$ cat src/rtl/ready_seq_arbiter.sv
// Post-reset readiness sequencer with a round-robin req/gnt hold arbiter for one shared resource.
// Optional hold limit with forced release: define ARB_HOLD_TIMEOUT_EN.
module ready_seq_arbiter #(
    parameter int N_REQ         = 4,
    parameter int WARMUP_CYCLES = 2,
    parameter int MAX_HOLD      = 16
) (
    input  logic                     clk,
    input  logic                     rstn,
    input  logic [N_REQ-1:0]         req,
    output logic                     ready,
    output logic [N_REQ-1:0]         gnt,
    output logic [$clog2(N_REQ)-1:0] gnt_id,
    output logic                     busy,
    output logic                     timeout
);

    localparam int IDW = $clog2(N_REQ);
    localparam int WCW = (WARMUP_CYCLES > 1) ? $clog2(WARMUP_CYCLES) : 1;

    if (N_REQ < 2 || N_REQ > 16 || WARMUP_CYCLES < 1 || MAX_HOLD < 2) begin : g_param_err
        $error("ready_seq_arbiter: parameter out of range");
    end

    typedef enum logic [1:0] {WARMUP, IDLE, GRANT} state_t;

    state_t           state;
    logic [WCW-1:0]   warm_cnt;
    logic [IDW-1:0]   rr_ptr;
    logic [IDW-1:0]   winner;
    logic [IDW-1:0]   cand;
    logic [IDW-1:0]   next_ptr;
    logic [N_REQ-1:0] eligible;
    logic             found;

`ifdef ARB_HOLD_TIMEOUT_EN
    localparam int HCW = $clog2(MAX_HOLD);
    logic [HCW-1:0]   hold_cnt;
    logic [N_REQ-1:0] masked;
    assign eligible = req & ~masked;
`else
    assign eligible = req;
    assign timeout  = 1'b0;
`endif

    assign next_ptr = (int'(gnt_id) == N_REQ - 1) ? '0 : gnt_id + 1'b1;

    // First eligible requester at or above rr_ptr, wrapping to 0.
    always_comb begin
        winner = '0;
        cand   = '0;
        found  = 1'b0;
        for (int unsigned i = 0; i < N_REQ; i++) begin
            cand = IDW'((32'(rr_ptr) + i) % 32'(N_REQ));
            if (!found && eligible[cand]) begin
                winner = cand;
                found  = 1'b1;
            end
        end
    end

    always_ff @(posedge clk or negedge rstn) begin
        if (!rstn) begin
            state    <= WARMUP;
            warm_cnt <= '0;
            rr_ptr   <= '0;
            ready    <= 1'b0;
            gnt      <= '0;
            gnt_id   <= '0;
            busy     <= 1'b0;
`ifdef ARB_HOLD_TIMEOUT_EN
            hold_cnt <= '0;
            masked   <= '0;
            timeout  <= 1'b0;
`endif
        end else begin
`ifdef ARB_HOLD_TIMEOUT_EN
            timeout <= 1'b0;
            masked  <= masked & req;
`endif
            case (state)
                WARMUP: begin
                    if (int'(warm_cnt) == WARMUP_CYCLES - 1) begin
                        state <= IDLE;
                        ready <= 1'b1;
                    end else begin
                        warm_cnt <= warm_cnt + 1'b1;
                    end
                end
                IDLE: begin
                    if (found) begin
                        state  <= GRANT;
                        gnt    <= {{(N_REQ-1){1'b0}}, 1'b1} << winner;
                        gnt_id <= winner;
                        busy   <= 1'b1;
`ifdef ARB_HOLD_TIMEOUT_EN
                        hold_cnt <= '0;
`endif
                    end
                end
                GRANT: begin
                    if (!req[gnt_id]) begin
                        state  <= IDLE;
                        gnt    <= '0;
                        gnt_id <= '0;
                        busy   <= 1'b0;
                        rr_ptr <= next_ptr;
`ifdef ARB_HOLD_TIMEOUT_EN
                    // Forced release on the MAX_HOLD-th held cycle; mask until req drops.
                    end else if (int'(hold_cnt) == MAX_HOLD - 1) begin
                        state          <= IDLE;
                        gnt            <= '0;
                        gnt_id         <= '0;
                        busy           <= 1'b0;
                        rr_ptr         <= next_ptr;
                        timeout        <= 1'b1;
                        masked[gnt_id] <= 1'b1;
                    end else begin
                        hold_cnt <= hold_cnt + 1'b1;
`endif
                    end
                end
                default: state <= WARMUP;
            endcase
        end
    end

    a_onehot_gnt: assert property (@(posedge clk) disable iff (!rstn) $onehot0(gnt));
    a_gnt_ready:  assert property (@(posedge clk) disable iff (!rstn) (gnt != '0) |-> ready);
    a_busy:       assert property (@(posedge clk) disable iff (!rstn) busy == (|gnt));
    a_gnt_id:     assert property (@(posedge clk) disable iff (!rstn)
                                   (gnt == '0) ? (gnt_id == '0) : gnt[gnt_id]);

endmodule

$ cat config.mk
export PLATFORM = sky130hd
export DESIGN_NAME = ready_seq_arbiter
export DESIGN_NICKNAME = d
export VERILOG_FILES = /design/src/rtl/ready_seq_arbiter.sv
export SDC_FILE = /design/constraint.sdc
export NUM_CORES = 1
export LEC_CHECK = 0
export CAP_MARGIN = 20
export CORE_UTILIZATION = 47
export DETAILED_ROUTE_END_ITERATION = 16
export GPL_TIMING_DRIVEN = 0
export MAX_ROUTING_LAYER = met4
export PLACE_DENSITY_LB_ADDON = 0.05
export SYNTH_ARGS = -nofsm -noshare
export SYNTH_HDL_FRONTEND = slang
export SYNTH_SLANG_ARGS = --single-unit
$ cat constraint.sdc
create_clock -name clk -period 2.1 [get_ports clk]
set_input_delay 0.315 -clock clk [delete_from_list [all_inputs] [get_ports clk]]
set_output_delay 0.315 -clock clk [all_outputs]
set_load 0.03 [all_outputs]
==> Flow_metrics.wiki <==
== Run summary ==
{| class="wikitable"
! Metric !! Value
|-
| Run status || finished, final reports clean
|-
| Standard-cell row count || 13
|-
| Worst-path cell with the longest stage delay || clkdlybuf4s50_1
|-
| Number of detailed-route iterations in the first pass || 4
|-
| Peak VDD IR || 0.668 mV
|-
| Static Leak || 0.379 nW
|-
| Die area || 1630 um2
|-
| Crit path setup slack, layout || 0.241 ns
|-
| XOR Share, Synth || 0
|-
| Placed cell area || 841 um2
|-
| Area contributors post-synth || dfrtp_1 47%, o32ai_1 5.1%, o41ai_4 4.0%, nand2_1 3.8%, nor2_1 3.8%
|-
| Root Buffer || clkbuf_4
|-
| Post-Place Worst Slack || -0.0361 ns
|-
| Antenna diodes || 0
|-
| Share of the cycle needed by the critical path after routing || 0.885
|-
| First element of the critical path || gnt_id[0]
|-
| Number of storage elements in the synthesis netlist || 13
|-
| Most common logic cells in the final layout || 13 x dfrtp_1, 13 x clkdlybuf4s50_1, 7 x nor2_1, 7 x nand2_1, 4 x o32ai_1
|-
| Relative slew slack || 0.618
|-
| Proportion of layout cells with a drive suffix above 1 || 0.157
|}
==> Yosys cell counts, drive strengths merged <==
cell type,n
o21a,1
o32ai,4
ha,1
o21ai,3
a21oi,3
conb,1
mux2i,2
a22o,1
nand3,2
o22ai,2
buf,2
nor2,7
nor3,1
inv,3
o22a,1
nand2b,2
nand2,7
o211ai,1
mux2,3
or3,1
o41ai,1
or2,1
or4,1
dfrtp,13
nand4b,1
a21o,1
==> per-layer routing <==
metal	vias up	GRT usage	wire, um
li1	275	-	-
met5	-	-	0
met1	260	0.239	624
met3	2	0.0500	53
met2	11	0.321	706
met4	0	0.125	16
==> power by group <==
group	total, W	switching (W)	internal (W)	leakage, nW
Clock	0.000161	0.0000903	0.0000709	0.0177
Sequential	0.000459	0.000121	0.000338	0.154
Combinational	0.000572	0.000306	0.000266	0.207
Total	0.00119	0.000517	0.000675	0.379
==> final timing paths <==
| path | to | slack, ns | cells after the start |
|---|---|---|---|
| setup / recovery | gnt_id[0] | 0.24 | 1 |
| setup reg to reg | rr_ptr[1] | 0.32 | 3 |
| max in group asynchronous | rr_ptr[1] | 1.33 | 1 |
| hold reg to reg | ready | 0.46 | 1 |
| min in group clk | ready | 0.46 | 1 |
| hold / removal | ready | 0.38 | 1 |
==> state kept, by name, summed over array words and instances, names as in the netlist <==
register,count
busy,1
warm_cnt,1
ready,1
gnt,4
gnt_id,2
rr_ptr,2
state,2
==> cell type report <==
| class | instances | share of cell area |
|---|---|---|
| clock inverter | 1 | 0.00576 |
| clock buffer | 3 | 0.0259 |
| timing repair buffer | 13 | 0.150 |
| tap | 15 | 0.0216 |
| sequential | 13 | 0.375 |
| buffer | 2 | 0.0216 |
| inverter | 3 | 0.0130 |
| multi-input combinational | 48 | 0.388 |
Fig. 1: selected gate families
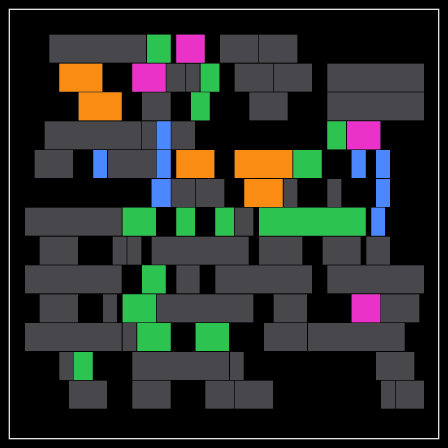
- orange: mux cells (cells 5)
- blue: nor cells (cells 8)
- green: aoi and oai cells (cells 14)
- magenta: non-inverting ao/oa cells (cells 4)
count of placed standard cells in the final layout, fillers left out: 98
multi-input gate share of total cell area: 0.388

Fig. 2: clock routing
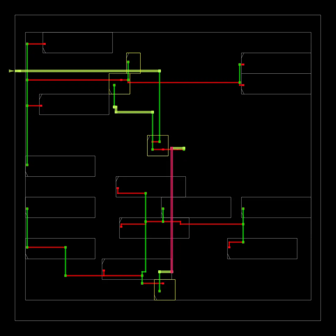
clock network power: 0.000161 W
clk latency late pin: 0.29 ns
number of flip-flops and latches: 13
TritonCTS sink count: 13
Num CTS Buffers: 3

Fig. 3: sequential cells coloured by netlist name
Other sequential cells in the stronger grey, the rest of the logic in the fainter grey.
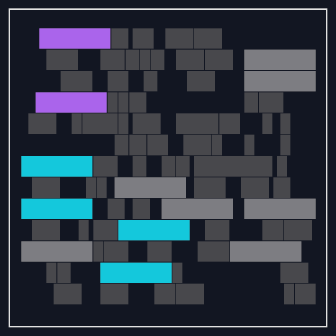
- purple: rr_ptr (placed flops 2)
- cyan: gnt (placed flops 4)
final core occ: 0.651
register cell area after layout: 325 um2
flip-flop and latch share of the layout cell area: 0.375

Power is estimated from default activity; no workload was simulated.
